--- src/rtl/add_sub_logic_alu.sv ---
// Registered four-function ALU: add, subtract, unsigned greater-than, invert-b.
// Result and status flags appear one cycle after an accepted operation.
module add_sub_logic_alu #(
    parameter int unsigned WIDTH = 16
) (
    input  logic             clk,
    input  logic             reset,
    input  logic             in_valid,
    input  logic [1:0]       op,
    input  logic [WIDTH-1:0] a,
    input  logic [WIDTH-1:0] b,
    output logic             out_valid,
    output logic [WIDTH-1:0] r,
    output logic             carry,
    output logic             overflow,
    output logic             zero,
    output logic             negative
);

    localparam int unsigned MSB = WIDTH - 1;

    localparam logic [1:0] OP_ADD = 2'd0;
    localparam logic [1:0] OP_SUB = 2'd1;
    localparam logic [1:0] OP_GT  = 2'd2;
    localparam logic [1:0] OP_NOT = 2'd3;

    logic [WIDTH-1:0] b_eff_c;
    logic [WIDTH:0]   sum_c;
    logic [WIDTH-1:0] r_next_c;
    logic             carry_next_c;
    logic             overflow_next_c;

    // Shared adder: subtraction is a + ~b + 1, so one carry chain serves both ops.
    always_comb begin
        b_eff_c = (op == OP_SUB) ? ~b : b;
        sum_c   = {1'b0, a} + {1'b0, b_eff_c} + (WIDTH+1)'(op == OP_SUB);
    end

    always_comb begin
        r_next_c        = '0;
        carry_next_c    = 1'b0;
        overflow_next_c = 1'b0;
        case (op)
            OP_ADD, OP_SUB: begin
                r_next_c        = sum_c[WIDTH-1:0];
                carry_next_c    = sum_c[WIDTH];
                overflow_next_c = (a[MSB] == b_eff_c[MSB]) && (sum_c[MSB] != a[MSB]);
            end
            OP_GT:   r_next_c = WIDTH'(a > b);
            OP_NOT:  r_next_c = ~b;
            default: r_next_c = '0;
        endcase
    end

    // Output registers; r and flags hold when no operation is accepted.
    always_ff @(posedge clk) begin
        if (reset) begin
            out_valid <= 1'b0;
            r         <= '0;
            carry     <= 1'b0;
            overflow  <= 1'b0;
            zero      <= 1'b0;
            negative  <= 1'b0;
        end else begin
            out_valid <= in_valid;
            if (in_valid) begin
                r        <= r_next_c;
                carry    <= carry_next_c;
                overflow <= overflow_next_c;
                zero     <= (r_next_c == '0);
                negative <= r_next_c[MSB];
            end
        end
    end

endmodule

--- config.mk ---
export PLATFORM = sky130hd
export DESIGN_NAME = add_sub_logic_alu
export DESIGN_NICKNAME = d
export VERILOG_FILES = /design/src/rtl/add_sub_logic_alu.sv
export SDC_FILE = /design/constraint.sdc
export NUM_CORES = 1
export LEC_CHECK = 0
export CAP_MARGIN = 5
export CORE_UTILIZATION = 50
export DETAILED_ROUTE_END_ITERATION = 10
export PLACE_DENSITY = 0.83
export REMOVE_ABC_BUFFERS = 1
export SLEW_MARGIN = 25
export SYNTH_ARGS = -nofsm -noshare
export SYNTH_HDL_FRONTEND = slang
export SYNTH_SLANG_ARGS = --single-unit
export TNS_END_PERCENT = 50
--- constraint.sdc ---
create_clock -name clk -period 4.78 [get_ports clk]
set_input_delay 0.956 -clock clk [delete_from_list [all_inputs] [get_ports clk]]
set_output_delay 0.956 -clock clk [all_outputs]
set_load 0.005 [all_outputs]
==> results_dict.tcl, run 1 <==
# implementation run metrics
set metrics [dict create \
    status "finished, final reports clean" \
    ff_latch_area_sq_um 400 \
    place_congestion 0.937 \
    grt_pass1_vias 1966 \
    slowest_stage "clkdlybuf4s50_1" \
    io_buffers 57 \
    flops 20 \
    largest_class "multi-input combinational cells" \
    powerDensity_nw_per_um2 221 \
    comb.multi_input.count 227 \
    r2r_slack_ns 4.11 \
    hold_violations 0 \
    fin_skew_ns 0 \
    path_cells "clkdlybuf4s50_1, buf_4, or3b_1, nand2_1, fa_1, a211oi_1, o21ai_1, a31oi_1, o21ai_1, a21o_1, a21oi_1, xor2_1, o21ai_0, o31ai_1" \
    top_area_share_pct 18.9 \
    hold_path_class "reg -> reg" \
    grt_pass1_wl_mm 9.09 \
    comb_power_share_pct 53.0 \
    startpoint_type "input port" \
    antenna_found_initial 0 \
    fmax_ghz 0.240 \
    syn_to_final_growth_pct 30.1 \
    final_area_sq_um 2850 \
    ys_warn_count 0 \
    top_area_cell "ha_1" \
    nets 405 \
    fillCellCount 359 \
    setup_viol 0 \
    clock_latency_ns 0.26 \
    fin_crit_ns 4.17 \
    grt_start_max_net_pins 29 \
    final_cells 382 \
    totalPowerFinal_mw 0.630 \
    cap_violations 0 \
    slowest_delay_ns 0.49 \
    routed_via_density 5.65 \
    crit_arrival_ns 4.35 \
    p_sw_share_pct 36.6 \
    routedWlPerCell_um 14.7 \
    synth-edff-count 0 \
    r2r_start "r[3]" \
    drv_slew 0 \
    ant_nets 0 \
    holdPathStages 2 \
    buffers 61 \
    clock_path_buffers 2 \
    relSlewSlack_pct 52.8 \
    drt_pre_antenna_iters 4 \
    drtIter0Drc 148 \
    hpwl_mm 4.61 \
]
## run 1: through the flow
| step | hold slack (ns) | setup WS (ns) |
|---|---|---|
| floorplan | 0.455 | 0.886 |
| global placement | 0.456 | 0.449 |
| detailed placement | 0.464 | 0.381 |
| CTS | 0.475 | 0.636 |
| global route | 0.500 | 0.320 |
| finish | 0.475 | 0.610 |
## run 1: worst max path at each step
stage                      from  endpoint  slack, ns  cells after the start
after floorplan           op[1]      zero       0.89                     13
after global placement    op[1]      zero       0.45                     14
after detailed placement  op[1]      zero       0.38                     14
after CTS                 op[1]      zero       0.64                     14
after global routing      op[1]      zero       0.32                     14
final                     op[1]      zero       0.61                     14
## run 1: flip-flops by register name, summed over array words and instances (netlist names)
name and count:
carry 1, out_valid 1, overflow 1, r 16, zero 1
## run 1: cell usage in the layout (no fill, tap or decap), drive strengths merged, types with 2 or more instances in the layout
cell type / synthesis / routed
nor4: 2 / 2
a21oi: 25 / 25
mux2i: 5 / 5
inv: 21 / 21
nor2: 28 / 28
nand4: 5 / 5
and2: 2 / 2
o2bb2ai: 2 / 2
nand3: 10 / 10
dfxtp: 20 / 20
xor2: 7 / 7
buf: 2 / 4
clkbuf: 9 / 3
a211oi: 10 / 10
or3b: 2 / 2
nand2: 12 / 12
and3: 3 / 3
nand2b: 2 / 2
a311oi: 2 / 2
nor3: 7 / 7
o2111ai: 2 / 2
a21o: 6 / 6
nor2b: 4 / 4
o211a: 2 / 2
o21ai: 15 / 15
ha: 33 / 33
xnor2: 21 / 21
clkdlybuf4s50: 0 / 57
o211ai: 3 / 3
a2111oi: 2 / 2
o22ai: 2 / 2
## run 1: cells by family after synthesis
| logic type | count (synthesis) | synth area share (%) |
|---|---|---|
| AOI/OAI and AO/OA | 78 | 24.0 |
| xor gates and xnor gates | 28 | 11.2 |
| adders and majority gates | 34 | 19.8 |
| buffers and inverters | 32 | 5.71 |
| DFF | 20 | 18.3 |
| muxes | 5 | 2.29 |
| and+or+nand+nor | 82 | 18.7 |
## run 1: metal layers
| metal | vias to the layer above | part of all wire [%] |
|---|---|---|
| li1 | 1125 | - |
| met1 | 964 | 48 |
| met2 | 64 | 47 |
| met3 | 7 | 4.4 |
| met4 | 0 | 1.0 |
| met5 | - | 0 |
## run 1: power by group through the flow
stage | Combinational (mW) | Sequential, mW | Clock, mW
after floorplan | 0.204 | 0.192 | 0
after global placement | 0.327 | 0.191 | 0
after detailed placement | 0.330 | 0.191 | 0
after CTS | 0.333 | 0.187 | 0.110
after global routing | 0.371 | 0.188 | 0.116
final | 0.334 | 0.187 | 0.109
## run 1: Yosys cell counts, types with 2 or more instances
master     count
ha_1          33
nor2_1        28
a21oi_1       24
xnor2_1       21
dfxtp_1       20
inv_1         20
nand2_1       12
a211oi_1      10
nand3_1       10
o21ai_1       10
clkbuf_1       9
nor3_1         7
xor2_1         7
a21o_1         6
mux2i_1        5
nand4_1        5
o21ai_0        5
nor2b_1        4
and3_1         3
o211ai_1       3
a2111oi_0      2
a311oi_1       2
and2_1         2
nand2b_1       2
o2111ai_1      2
o22ai_1        2
or3b_1         2
Run 1, local utilization:
7 x 7 tiles, from white (low) to dark blue (high), 0 to 100% covered.
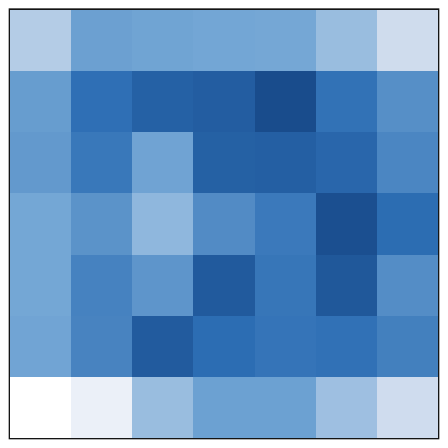
nearly empty tiles	2.0%
mean over tiles	60%
tiles over 75% full	25%
densest ninth of the die	middle right
fullest tile	89%
emptiest ninth of the die	lower left
core area: 4120 sq um
fp util: 53.2%

Run 1, placement view:
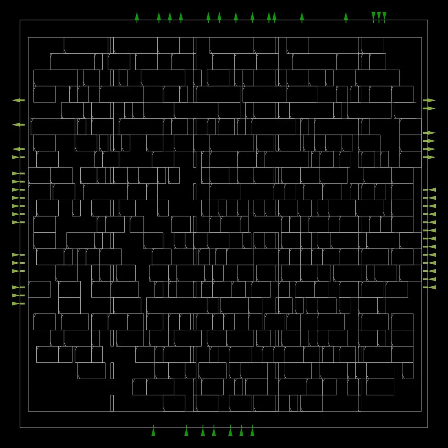
fraction of area in registers: 14.1%
final core occ: 69.2%
Tap Count: 50

Run 1, metal 2:
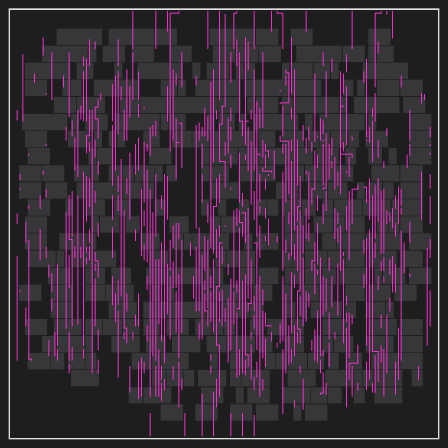
nets with wire on the layer	341
longest straight run	41.8 um
main direction	vertical
final WL: 5.61 mm
met2 global-route usage: 45.6%
vias: 2160

## Run 2: what changed since run 1
--- a/config.mk
+++ b/config.mk
@@ -10,7 +10,8 @@
 export DETAILED_ROUTE_END_ITERATION = 10
 export PLACE_DENSITY = 0.83
 export REMOVE_ABC_BUFFERS = 1
-export SLEW_MARGIN = 25
+export SETUP_SLACK_MARGIN = 0.1
+export SLEW_MARGIN = 20
 export SYNTH_ARGS = -nofsm -noshare
 export SYNTH_HDL_FRONTEND = slang
 export SYNTH_SLANG_ARGS = --single-unit
Run 2, logic cells by family:
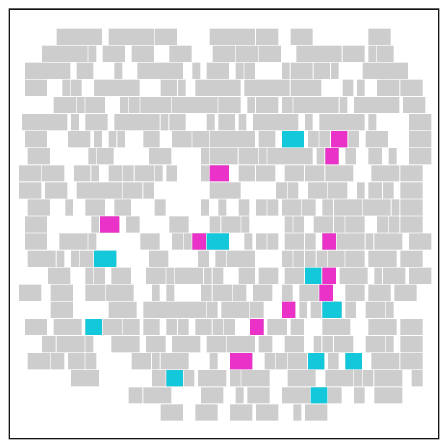
color	family	cells	most used
magenta	and/or cells	11	and3_1
cyan	non-inverting ao/oa cells	10	a21o_1
most frequent logic cell in the layout: clkdlybuf4s50_1
logic share of the area: 58.4%
final cell count without fillers: 382

Run 2, metal 2:
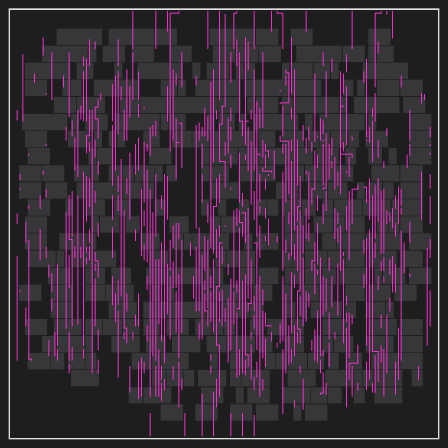
nets with wire on the layer	341
share of all routed wire	47%
main direction	vertical
wire length on this layer	2640 um

Run 2, metal 1:
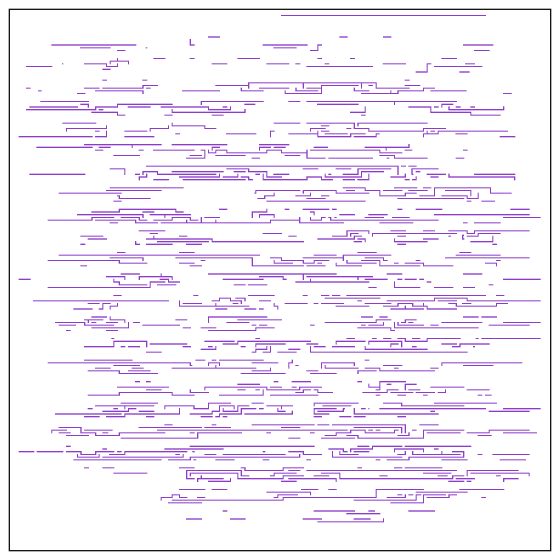
share of all routed wire	48%
nets with wire on the layer	363
main direction	horizontal
wire length on this layer	2670 um
longest straight run	31.7 um
met1 Use GR: 34.0%

==> run 2 against run 1 <==
  * Register-to-register slack is essentially flat
  * Worst hold slack is the same
  * Sequential cell count is the same
  * Synthesized cell count stayed put
  * Power is the same
  * First-iteration DRC count stayed put
  * Clock power about the same
  * Critical path type unchanged
  * Largest cell class unchanged
  * Largest power group unchanged
==> results_dict.tcl, run 2 <==
# implementation run metrics
set metrics [dict create \
    fmax_ghz 0.240 \
    routedWlPerCell_um 14.7 \
    r2r_slack_ns 4.11 \
    routed_via_density 5.65 \
    nets 405 \
    hold_path_class "reg -> reg" \
    die-area_sq_um 4650 \
    critPathCapture "zero" \
    synth-edff-count 0 \
    grt.overflow.total 0 \
    synth.top_cells.by_count "ha_1, nor2_1, a21oi_1" \
    grt_usage_pct 26.4 \
    layout-drive-gt1-share_pct 3.92 \
    routed_wl_mm 5.61 \
    path_cells "clkdlybuf4s50_1, buf_4, or3b_1, nand2_1, fa_1, a211oi_1, o21ai_1, a31oi_1, o21ai_1, a21o_1, a21oi_1, xor2_1, o21ai_0, o31ai_1" \
    largest_reg_flops 16 \
    clock_path_buffers 2 \
    grt_pass1_wl_mm 9.09 \
    cp.required_ns 4.96 \
    clock_latency_ns 0.26 \
    ios 58 \
    fin_hold_ws_ns 0.475 \
    post-place-ws_ns 0.381 \
    drv_slew 0 \
    hold_violations 0 \
    top_area_cell "ha_1" \
    cts_buffers 3 \
    relSlewSlack_pct 52.8 \
    grt_pass1_vias 1966 \
    lay_top_cells "clkdlybuf4s50_1, ha_1, nor2_1" \
    status "finished, final reports clean" \
    synthMostInstantiatedCell "ha_1" \
    syn_area_sq_um 2190 \
    top_area_share_pct 18.9 \
    tns_ns 0 \
    hpwl_mm 4.61 \
    path_max_fanout 28 \
    antenna_found_initial 0 \
    fin_skew_ns 0 \
    slowest_stage "clkdlybuf4s50_1" \
    cts.clk_slew.worst_paths_ns 0.07 \
    ctsRootBufferMaster "clkbuf_8" \
    cp.depth 14 \
    fin_crit_ns 4.17 \
    worstSetupEndpointType "register" \
    powerDensity_nw_per_um2 221 \
    numSynthFlops 20 \
    setup_viol 0 \
    startpoint_type "input port" \
    ctsHoldBuffers 0 \
    post_cts_buffers 0 \
    clock_sinks 20 \
    syn_to_final_growth_pct 30.1 \
    grt_start_max_net_pins 29 \
    r2r_start "r[3]" \
    crit_arrival_ns 4.35 \
    ys_warn_count 0 \
    rsz0062_at_grt "false" \
    slowest_delay_ns 0.49 \
    cap_violations 0 \
    layout_setup_ws_ns 0.610 \
    fillCellCount 359 \
    drtIter0Drc 148 \
    synthArstFlopShare_pct 0 \
    initial_core_util_pct 53.2 \
    vdd_drop_max_uv 153 \
    core_sq_um 4120 \
    regMostFlops "r" \
    place_congestion 0.937 \
    crit_buf_inv 2 \
    io_buffers 57 \
    h-tree-depth 1 \
    crit_path_start "op[1]" \
    drt_pre_antenna_iters 4 \
    ant_nets 0 \
    vias 2160 \
    final_area_sq_um 2850 \
]
## run 2: cell counts after synthesis
Identical to the previous run, type by type.
## run 2: how the worst min path moves through the flow
stage	endpoint	from	slack, ns	depth (start not counted)
after floorplan	overflow	overflow	0.45	2
after global placement	overflow	overflow	0.46	2
after detailed placement	overflow	overflow	0.46	2
after CTS	overflow	overflow	0.48	2
after global routing	r[9]	r[9]	0.50	2
final	overflow	overflow	0.48	2
## run 2: metal layers
layer	up-vias	track usage (%)	part of all wire, %
li1	1125	-	-
met5	-	0	0
met2	64	45.6	47
met4	0	6.25	1.0
met1	964	34.0	48
met3	7	4.00	4.4
## run 2: power breakdown
| group | switching, mW | internal, mW | total, mW | leakage, nW |
|---|---|---|---|---|
| registers | 0.00638 | 0.180 | 0.187 | 0.165 |
| clock network | 0.0532 | 0.0561 | 0.109 | 0.0216 |
| logic | 0.171 | 0.163 | 0.334 | 1.03 |
| total | 0.230 | 0.399 | 0.630 | 1.22 |
## run 2: per-stage QoR
stage / util, % / power (mW) / cells
after CTS: 69.2 / 0.630 / 382
after global placement: 68.2 / 0.518 / 379
after floorplan: - / 0.396 / 268
final: 69.2 / 0.630 / 382
after global routing: 69.2 / 0.675 / 382
after detailed placement: 68.2 / 0.521 / 379
## run 2: final cells by class
type / count / area (sq um) / share of cell area [%]
flip-flops and latches: 20 / 400 / 14.1
repair buffers: 61 / 601 / 21.1
well taps: 50 / 62.6 / 2.20
clock buffers: 3 / 41.3 / 1.45
multi-input cells: 227 / 1660 / 58.4
inverters: 21 / 78.8 / 2.77
## run 2: tightest hold or removal path: cells and delay by family (launching register included)
kind             cells  cell delay (ns)
AND/OR/NAND/NOR      1             0.06
AND-OR/OR-AND        1             0.06
flip-flops           1             0.31
## run 2: kinds of logic (layout without fill, tap and decap cells)
kind of cell	after synthesis	after routing	synth area share (%)
AOI/OAI and AO/OA	78	78	24.0
xor gates and xnor gates	28	28	11.2
DFF	20	20	18.3
buffers and inverters	32	85	5.71
adders and majority gates	34	34	19.8
and+or+nand+nor	82	82	18.7
muxes	5	5	2.29
Power is estimated from default activity; no workload was simulated.
